Figure 1. Floorplan with the power grid (run 1).
(4 px per um) Pins as bars on the die edge.
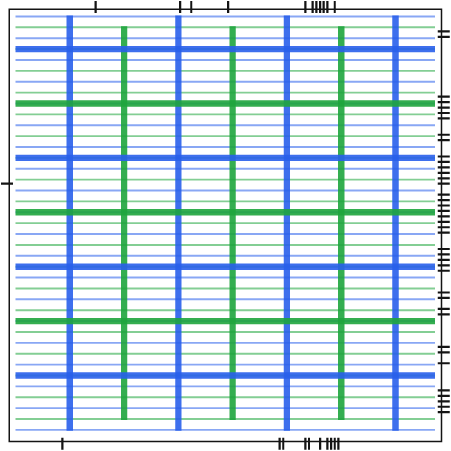
Figure 2. Signal metal coverage by tile (run 1).
(3 px per um) 22 x 22 tiles, from dark purple (low) to yellow (high), scaled to the fullest tile. Values are wire area over tile area, all layers added.
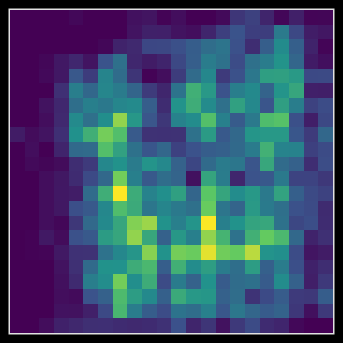
Figure 3. Placement view (run 1).
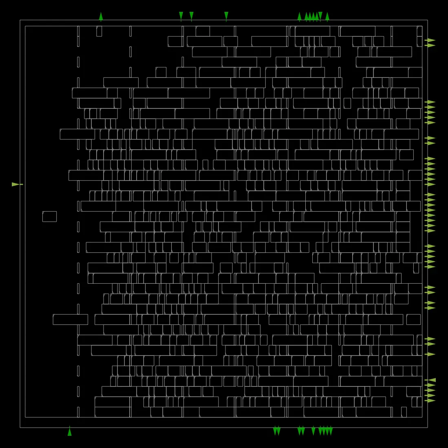
$ cat src/rtl/motor_cycle_monitor.sv
// ----------------------------------------------------------------------------
// motor_cycle_monitor
//
// Passive checker that sits beside the motor-controller FSM and watches its
// outputs (M1 drive, M2 drive, in-cycle flag). Every motor phase is timed in
// milliseconds and compared against the expected phase length. Completed
// M1 -> M2 -> M1 cycles are counted. Any protocol violation latches a sticky
// fault code that holds until clear or reset.
//
// Optional feature macro: MOTOR_MON_MAXPHASE_EN
//   defined   : max_phase_ms tracks the longest checked phase
//   undefined : max_phase_ms is tied to 0; no register or comparator is built
//
// Parameters
//   F_CLK_HZ     clock frequency; one ms tick every F_CLK_HZ/1000 cycles
//   NORMAL_SECS  expected phase length with test_mode = 0
//   TEST_SECS    expected phase length with test_mode = 1
//   TOL_MS       allowed +/- deviation of a completed phase, in ms
//   CNT_W        width of cycle_count
//
// Ports
//   clk            in   system clock
//   rst_n          in   asynchronous active-low reset
//   m1_in          in   motor 1 drive (asynchronous)
//   m2_in          in   motor 2 drive (asynchronous)
//   cyc_in         in   in-cycle flag (asynchronous)
//   test_mode      in   expected-length select (asynchronous level)
//   clear          in   synchronous one-cycle pulse; clears fault and counters
//   phase_ok       out  one-cycle pulse when a phase ends within tolerance
//   fault          out  sticky fault flag
//   fault_code     out  0 none, 1 overlap, 2 order, 3 short/long,
//                       4 overrun, 5 cyc mismatch
//   cycle_count    out  completed M1+M2 cycles (wraps)
//   last_phase_ms  out  duration of the last completed or aborted phase
//   max_phase_ms   out  longest checked phase (optional, else 0)
//
// States
//   state    | meaning
//   ---------+---------------------------------------------------------
//   ST_IDLE  | no phase running; waiting for a clean M1 rising edge
//   ST_PH_M1 | M1 phase running, timer active
//   ST_PH_M2 | M2 phase running, timer active
//   ST_FAULT | violation latched; monitoring stopped until clear/reset
// ----------------------------------------------------------------------------
module motor_cycle_monitor #(
    parameter int F_CLK_HZ    = 25_000_000,
    parameter int NORMAL_SECS = 30,
    parameter int TEST_SECS   = 3,
    parameter int TOL_MS      = 20,
    parameter int CNT_W       = 16
) (
    input  logic             clk,
    input  logic             rst_n,
    input  logic             m1_in,
    input  logic             m2_in,
    input  logic             cyc_in,
    input  logic             test_mode,
    input  logic             clear,
    output logic             phase_ok,
    output logic             fault,
    output logic [2:0]       fault_code,
    output logic [CNT_W-1:0] cycle_count,
    output logic [16:0]      last_phase_ms,
    output logic [16:0]      max_phase_ms
);

    typedef enum logic [1:0] {
        ST_IDLE  = 2'd0,
        ST_PH_M1 = 2'd1,
        ST_PH_M2 = 2'd2,
        ST_FAULT = 2'd3
    } state_t;

    localparam int MS_W  = 17;
    localparam int DIV   = F_CLK_HZ / 1000;
    localparam int PRE_W = (DIV > 1) ? $clog2(DIV) : 1;

    localparam logic [PRE_W-1:0] PRE_LAST   = PRE_W'(DIV - 1);
    localparam logic [MS_W-1:0]  MS_SAT     = '1;
    localparam logic [MS_W-1:0]  EXP_NORMAL = MS_W'(NORMAL_SECS * 1000);
    localparam logic [MS_W-1:0]  EXP_TEST   = MS_W'(TEST_SECS * 1000);
    localparam logic [MS_W:0]    TOL        = (MS_W + 1)'(TOL_MS);

    localparam logic [2:0] FC_OVERLAP  = 3'd1;
    localparam logic [2:0] FC_ORDER    = 3'd2;
    localparam logic [2:0] FC_DURATION = 3'd3;
    localparam logic [2:0] FC_OVERRUN  = 3'd4;
    localparam logic [2:0] FC_MISMATCH = 3'd5;

    // ------------------------------------------------------------------
    // Input synchronizers: bit 0 = m1, 1 = m2, 2 = cyc, 3 = test_mode.
    // Only the motor drives need an edge-detect copy.
    // ------------------------------------------------------------------
    logic [3:0] r_meta;
    logic [3:0] r_sync;
    logic [1:0] r_dly;

    logic w_m1;
    logic w_m2;
    logic w_cyc;
    logic w_tm;
    logic w_m1_rise;
    logic w_m1_fall;
    logic w_m2_rise;
    logic w_m2_fall;

    assign w_m1      = r_sync[0];
    assign w_m2      = r_sync[1];
    assign w_cyc     = r_sync[2];
    assign w_tm      = r_sync[3];
    assign w_m1_rise =  r_sync[0] & ~r_dly[0];
    assign w_m1_fall = ~r_sync[0] &  r_dly[0];
    assign w_m2_rise =  r_sync[1] & ~r_dly[1];
    assign w_m2_fall = ~r_sync[1] &  r_dly[1];

    always_ff @(posedge clk or negedge rst_n) begin
        if (!rst_n) begin
            r_meta <= '0;
            r_sync <= '0;
            r_dly  <= '0;
        end else begin
            r_meta <= {test_mode, cyc_in, m2_in, m1_in};
            r_sync <= r_meta;
            r_dly  <= r_sync[1:0];
        end
    end

    // ------------------------------------------------------------------
    // Registers
    // ------------------------------------------------------------------
    state_t           r_state;
    logic [PRE_W-1:0] r_presc;
    logic [MS_W-1:0]  r_ms;
    logic [MS_W-1:0]  r_exp_ms;
    logic             r_phase_ok;
    logic             r_fault;
    logic [2:0]       r_fault_code;
    logic [CNT_W-1:0] r_cycle_count;
    logic [MS_W-1:0]  r_last_ms;

    // ------------------------------------------------------------------
    // Phase timer. w_ms_now already includes a tick landing on this edge,
    // so a phase spanning N*DIV cycles between decision edges measures N ms.
    // ------------------------------------------------------------------
    logic            w_tick;
    logic [MS_W-1:0] w_ms_now;
    logic [MS_W-1:0] w_exp_sel;
    logic            w_in_tol;
    logic            w_overrun;

    assign w_tick    = (r_presc == PRE_LAST);
    assign w_ms_now  = (w_tick && (r_ms != MS_SAT)) ? r_ms + MS_W'(1) : r_ms;
    assign w_exp_sel = w_tm ? EXP_TEST : EXP_NORMAL;

    // 18-bit compares so exp_ms - TOL can never underflow
    assign w_in_tol  = (({1'b0, w_ms_now} + TOL) >= {1'b0, r_exp_ms}) &&
                       ({1'b0, w_ms_now} <= ({1'b0, r_exp_ms} + TOL));
    assign w_overrun = {1'b0, w_ms_now} > ({1'b0, r_exp_ms} + TOL);

    // ------------------------------------------------------------------
    // Next-state / decision logic. The if/else chain encodes event priority:
    // overlap > mismatch > order > short/long > overrun > normal moves.
    // ------------------------------------------------------------------
    state_t     w_state_nxt;
    logic       w_fault_req;
    logic [2:0] w_code_req;
    logic       w_phase_ok_nxt;
    logic       w_load_last;
    logic       w_timer_start;
    logic       w_cnt_inc;

    always_comb begin
        w_state_nxt    = r_state;
        w_fault_req    = 1'b0;
        w_code_req     = 3'd0;
        w_phase_ok_nxt = 1'b0;
        w_load_last    = 1'b0;
        w_timer_start  = 1'b0;
        w_cnt_inc      = 1'b0;

        if (clear) begin
            w_state_nxt = ST_IDLE;
        end else if (r_state != ST_FAULT) begin
            if (w_m1 && w_m2) begin
                w_fault_req = 1'b1;
                w_code_req  = FC_OVERLAP;
            end else if ((w_m1 || w_m2) != w_cyc) begin
                w_fault_req = 1'b1;
                w_code_req  = FC_MISMATCH;
            end else begin
                case (r_state)
                    ST_IDLE: begin
                        if (w_m2_rise && !w_m1) begin
                            w_fault_req = 1'b1;
                            w_code_req  = FC_ORDER;
                        end else if (w_m1_rise && !w_m2) begin
                            w_state_nxt   = ST_PH_M1;
                            w_timer_start = 1'b1;
                        end
                    end
                    ST_PH_M1: begin
                        if (w_m1_fall && w_m2_rise) begin
                            w_load_last = 1'b1;
                            if (w_in_tol) begin
                                w_state_nxt    = ST_PH_M2;
                                w_phase_ok_nxt = 1'b1;
                                w_timer_start  = 1'b1;
                            end else begin
                                w_fault_req = 1'b1;
                                w_code_req  = FC_DURATION;
                            end
                        end else if (w_m1_fall) begin
                            w_state_nxt = ST_IDLE;
                            w_load_last = 1'b1;
                        end else if (w_overrun) begin
                            w_fault_req = 1'b1;
                            w_code_req  = FC_OVERRUN;
                        end
                    end
                    ST_PH_M2: begin
                        if (w_m2_fall && w_m1_rise) begin
                            w_load_last = 1'b1;
                            if (w_in_tol) begin
                                w_state_nxt    = ST_PH_M1;
                                w_phase_ok_nxt = 1'b1;
                                w_timer_start  = 1'b1;
                                w_cnt_inc      = 1'b1;
                            end else begin
                                w_fault_req = 1'b1;
                                w_code_req  = FC_DURATION;
                            end
                        end else if (w_m2_fall) begin
                            w_state_nxt = ST_IDLE;
                            w_load_last = 1'b1;
                        end else if (w_overrun) begin
                            w_fault_req = 1'b1;
                            w_code_req  = FC_OVERRUN;
                        end
                    end
                    default: begin
                        w_state_nxt = r_state;
                    end
                endcase
            end

            if (w_fault_req) begin
                w_state_nxt = ST_FAULT;
            end
        end
    end

    // ------------------------------------------------------------------
    // State register and status outputs
    // ------------------------------------------------------------------
    always_ff @(posedge clk or negedge rst_n) begin
        if (!rst_n) begin
            r_state       <= ST_IDLE;
            r_phase_ok    <= 1'b0;
            r_fault       <= 1'b0;
            r_fault_code  <= 3'd0;
            r_cycle_count <= '0;
            r_last_ms     <= '0;
        end else if (clear) begin
            r_state       <= ST_IDLE;
            r_phase_ok    <= 1'b0;
            r_fault       <= 1'b0;
            r_fault_code  <= 3'd0;
            r_cycle_count <= '0;
            r_last_ms     <= '0;
        end else begin
            r_state    <= w_state_nxt;
            r_phase_ok <= w_phase_ok_nxt;
            if (w_fault_req) begin
                r_fault      <= 1'b1;
                r_fault_code <= w_code_req;
            end
            if (w_load_last) begin
                r_last_ms <= w_ms_now;
            end
            if (w_cnt_inc) begin
                r_cycle_count <= r_cycle_count + CNT_W'(1);
            end
        end
    end

    // Phase timer; exp_ms is captured at every phase start so a test_mode
    // change mid-phase only affects the next phase.
    always_ff @(posedge clk or negedge rst_n) begin
        if (!rst_n) begin
            r_presc  <= '0;
            r_ms     <= '0;
            r_exp_ms <= '0;
        end else if (w_timer_start) begin
            r_presc  <= '0;
            r_ms     <= '0;
            r_exp_ms <= w_exp_sel;
        end else if ((r_state == ST_PH_M1) || (r_state == ST_PH_M2)) begin
            r_presc <= w_tick ? '0 : r_presc + PRE_W'(1);
            r_ms    <= w_ms_now;
        end
    end

`ifdef MOTOR_MON_MAXPHASE_EN
    // A load that does not return to IDLE is a checked handover (pass or fail).
    logic [MS_W-1:0] r_max_ms;
    logic            w_max_upd;

    assign w_max_upd = w_load_last && (w_state_nxt != ST_IDLE) &&
                       (w_ms_now > r_max_ms);

    always_ff @(posedge clk or negedge rst_n) begin
        if (!rst_n) begin
            r_max_ms <= '0;
        end else if (clear) begin
            r_max_ms <= '0;
        end else if (w_max_upd) begin
            r_max_ms <= w_ms_now;
        end
    end

    assign max_phase_ms = r_max_ms;
`else
    assign max_phase_ms = '0;
`endif

    assign phase_ok      = r_phase_ok;
    assign fault         = r_fault;
    assign fault_code    = r_fault_code;
    assign cycle_count   = r_cycle_count;
    assign last_phase_ms = r_last_ms;

endmodule
$ cat config.mk
export PLATFORM = sky130hd
export DESIGN_NAME = motor_cycle_monitor
export DESIGN_NICKNAME = d
export VERILOG_FILES = /design/src/rtl/motor_cycle_monitor.sv
export SDC_FILE = /design/constraint.sdc
export NUM_CORES = 1
export LEC_CHECK = 0
export CAP_MARGIN = 30
export CORE_UTILIZATION = 50
export CTS_CLUSTER_SIZE = 20
export DETAILED_ROUTE_END_ITERATION = 8
export PLACE_DENSITY = 0.86
export SYNTH_ARGS = -nofsm -noshare
export SYNTH_HDL_FRONTEND = slang
export SYNTH_SLANG_ARGS = --single-unit
export TNS_END_PERCENT = 30
$ cat constraint.sdc
create_clock -name clk -period 6.31 [get_ports clk]
set_clock_uncertainty 0.1 [all_clocks]
set_input_delay 0.631 -clock clk [delete_from_list [all_inputs] [get_ports clk]]
set_output_delay 0.631 -clock clk [all_outputs]
set_load 0.01 [all_outputs]
==> impl_metrics.env, run 1 <==
# implementation run metrics
export IMPL_status="finished, final reports clean"
export IMPL_yosys_area_top_type="dfrtp_1"
export IMPL_wl_per_cell_um=16.5
export IMPL_preCtsSetupSlack_ns=-0.136
export IMPL_fin_crit_ns=6.05
export IMPL_critical_path_required_ns=6.50
export IMPL_io_buffers=44
export IMPL_synthArstFlopShare_pct=100
export IMPL_drcViolationCount=0
export IMPL_avgViaCountPerCell=5.87
export IMPL_seqPwrFrac_pct=35.4
export IMPL_ys_flops=85
export IMPL_synth_most_common_cell="dfrtp_1"
export IMPL_grt_usage_pct=24.9
export IMPL_register_area_um2=2130
export IMPL_grt_pass1_vias=4625
export IMPL_buffers=67
export IMPL_antenna_found_initial=0
export IMPL_drive_gt1_share_pct=10.8
export IMPL_lay_top_count="dfrtp_1"
export IMPL_ys_sh_xor_pct=7.53
export IMPL_power_frac_comb_pct=44.3
export IMPL_largest_class="combinational gates"
export IMPL_num_vias=4917
export IMPL_synth_cells=640
export IMPL_crit_start="r_ms[9]$_DFFE_PN0P_"
export IMPL_startpoint_type="flip-flop"
export IMPL_nMultiInputCombCells=502
export IMPL_r2r_slack_ns=0.26
export IMPL_dp_hpwl_mm=10.2
export IMPL_grt_max_degree=60
export IMPL_worst_pin_slew_ns=0.983
export IMPL_comb_area_share_pct=50.2
export IMPL_dr_pass1_iters=5
export IMPL_yosysCellCount=640
export IMPL_mi_logic_area_um2=3290
export IMPL_powerClk_w=0.000412
export IMPL_worst_endpoint_arrival_ns=6.25
export IMPL_synth_simple_area_share_pct=26.3
export IMPL_dp_cells=816
export IMPL_ant_nets=0
export IMPL_synthToLayoutAreaGrowth_pct=17.5
export IMPL_place_congestion=0.966
export IMPL_inv_count=27
export IMPL_fin_hold_ws_ns=0.0592
export IMPL_avgSynthCellArea_um2=8.73
export IMPL_post_cts_setup_buffers=0
export IMPL_maxSlewHeadroom_pct=34.3
export IMPL_n_antenna_cell=0
export IMPL_power_w=0.00204
export IMPL_yosysWarningCount=0
export IMPL_dr_first_iter_drc_count=363
export IMPL_min_path_type="input port to asynchronous set/reset pin"
export IMPL_p_leak_nw=2.69
export IMPL_clkCellAreaFrac_pct=3.15
export IMPL_clk_pin_slew_ns=0.09
export IMPL_sh_seq_area_pct=32.4
export IMPL_synth_top_area_share_pct=38.1
export IMPL_fp_util_pct=51.5
export IMPL_max_freq_mhz=165
Back to the opening pictures, Figure 1:
net	color
VDD	green
VSS	blue
signal pins	62
rows	38
met1 rails	39
met5 straps	7
met4 straps	7
Die X: 108 um
die height: 108 um
core area: 10,800 um2
maximum vdd drop: 169 uV

Back to the opening pictures, Figure 2:
mean over tiles	0.19
emptiest ninth of the die	upper left
nearly empty tiles	16%
densest ninth of the die	bottom center

Back to the opening pictures, Figure 3:
seq_cells: 85
final instance count without filler cells: 837
Row Count: 38
Fillers: 919
Tap Count: 140

==> run 1: per-layer routing <==
layer  up-vias  wire, um  GRT usage, %
li1       2318         -             -
met1      2371      5840          31.5
met2       197      6640          40.5
met3        31       924          5.02
met4         0       395          11.7
met5         -         0             0
==> run 1: worst max-delay path, stage by stage, from the launching register on <==
cell and delay (ns):
dfrtp_1 0.42, and4_1 0.24, and4_1 0.24, and2_1 0.18, and3_1 0.18, ha_1 0.21, nand3b_1 0.21, or4_4 0.46
buf_4 0.20, o311ai_1 0.28, o31a_1 0.30, nor4b_4 0.09, buf_4 0.17, xnor2_1 0.12, ha_1 0.31, and4_1 0.25
nand4_1 0.12, a21oi_2 0.16, or3b_4 0.40, a31oi_4 0.22, o31ai_4 0.09, or2_4 0.30, or4_1 0.51, a21oi_1 0.16
## Run 2: what changed since run 1
--- a/config.mk
+++ b/config.mk
@@ -6,10 +6,11 @@
 export NUM_CORES = 1
 export LEC_CHECK = 0
 export CAP_MARGIN = 30
-export CORE_UTILIZATION = 50
+export CORE_UTILIZATION = 52
 export CTS_CLUSTER_SIZE = 20
 export DETAILED_ROUTE_END_ITERATION = 8
-export PLACE_DENSITY = 0.86
+export GPL_TIMING_DRIVEN = 0
+export PLACE_DENSITY = 0.88
 export SYNTH_ARGS = -nofsm -noshare
 export SYNTH_HDL_FRONTEND = slang
 export SYNTH_SLANG_ARGS = --single-unit
==> impl_metrics.env, run 2 <==
# implementation run metrics
export IMPL_preCtsSetupSlack_ns=-1.00
export IMPL_ir_drop_uv=146
export IMPL_ys_flops=85
export IMPL_max_stage_delay_ns=0.55
export IMPL_fin_hold_ws_ns=0.101
export IMPL_wl_met2_mm=6.97
export IMPL_fp_util_pct=53.9
export IMPL_dp_cells=836
export IMPL_r2r_slack_ns=0.1
export IMPL_p_leak_nw=2.80
export IMPL_wl_met1_mm=5.66
export IMPL_critPathBufInv=3
export IMPL_grt_util_met2_pct=42.2
export IMPL_fp_dieW_um=106
export IMPL_dr_pass1_iters=5
export IMPL_startpoint_type="flip-flop"
export IMPL_synth_simple_area_share_pct=26.3
export IMPL_ant_nets=0
export IMPL_seqPwrFrac_pct=35.3
export IMPL_drcViolationCount=0
export IMPL_met1_usage_pct=31.6
export IMPL_crit_start="r_ms[10]$_DFFE_PN0P_"
export IMPL_worst_endpoint_arrival_ns=6.36
export IMPL_busiest_layer="met2"
export IMPL_final_cells=868
export IMPL_power_w=0.00205
export IMPL_antenna_found_initial=0
export IMPL_ys_sh_xor_pct=7.53
export IMPL_n_antenna_cell=0
export IMPL_power_frac_comb_pct=46.0
export IMPL_status="finished, final reports clean"
export IMPL_grt_max_degree=53
export IMPL_min_path_type="input port to asynchronous set/reset pin"
export IMPL_core_area_um2=10400
export IMPL_yosys_area_top_type="dfrtp_1"
export IMPL_synthArstFlopShare_pct=100
export IMPL_synth_cells=640
export IMPL_cp_depth=28
export IMPL_die_size_y_um=106
export IMPL_grt_usage_pct=25.5
export IMPL_clk_pin_slew_ns=0.09
export IMPL_lay_top_count="dfrtp_1"
export IMPL_synth_top_area_share_pct=38.1
export IMPL_io_buffers=43
export IMPL_dp_hpwl_mm=9.89
export IMPL_crit_family="simple AND/OR/NAND/NOR gates"
export IMPL_fin_crit_ns=6.21
export IMPL_cpMostUsedCell="and4_4"
export IMPL_worst_pin_slew_ns=0.993
export IMPL_dr_first_iter_drc_count=481
export IMPL_grt_pass1_vias=4815
export IMPL_avgSynthCellArea_um2=8.73
export IMPL_post_cts_setup_buffers=9
export IMPL_routed_wl_met3_mm=1.03
## run 2: cell count changes in the layout (fill, tap and decap cells not counted), sizes merged
cell and change:
bufinv -1, clkbuf +18, buf +19, clkdlybuf4s50 -1
## run 2: layout make-up
class,count,area (um2),area share (%)
clock buffer,11,151,2.23
buffer,39,243,3.57
multi-input combinational,502,3340,49.2
inverter,27,101,1.49
sequential,85,2130,31.4
tap,136,170,2.50
clock inverter,5,42.5,0.626
timing repair buffer,63,616,9.06
## run 2: worst reg2reg max path: cells and delay by family, from the launching register on
family | cells | cell delay [ns]
buffers and inverters | 3 | 0.48
XOR/XNOR | 2 | 0.25
AND-OR/OR-AND | 5 | 0.94
adder cells (fa/ha/maj) | 3 | 0.70
flip-flops | 1 | 0.40
AND/OR/NAND/NOR | 15 | 3.19
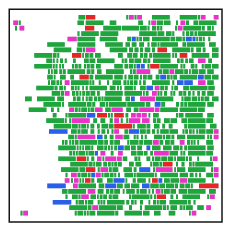
Figure 4: run 2, cells by drive strength.
(2 px per um)
size	color	cells	share
x3 and x4	magenta	64	8.7%
x1 and smaller	green	624	85%
x2	blue	27	3.7%
x6 and larger	red	17	2.3%
area grow syn2layout: 21.7%
Buffers, non-clock: 102
final worst setup slack: 0.0986 ns

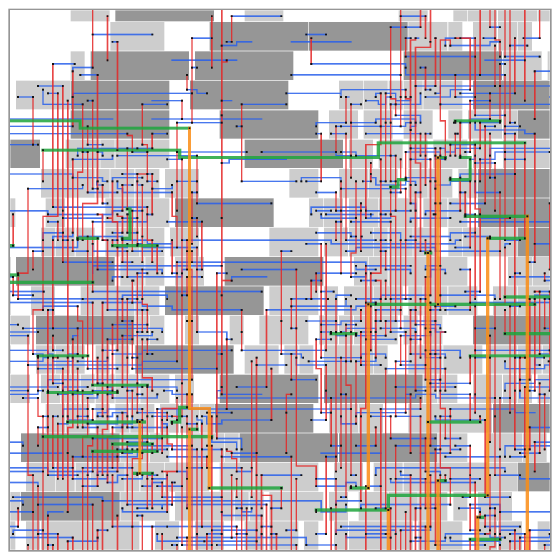
Figure 5: run 2, layout detail.
Window x 28 to 78, y 49 to 99 um. Cells in gray, sequential cells in the stronger gray; small squares are vias.
layer	color
M3	green
M4	orange
M1	blue
M2	red
sequential cells in the window	28
cells with their middle in the window	207
netlist names of flops here include	`r_presc` (8), `fault_code` (3), `r_exp_ms` (3)
most frequent	dfrtp_1 (28), nor2_1 (19), nand2_1 (13)

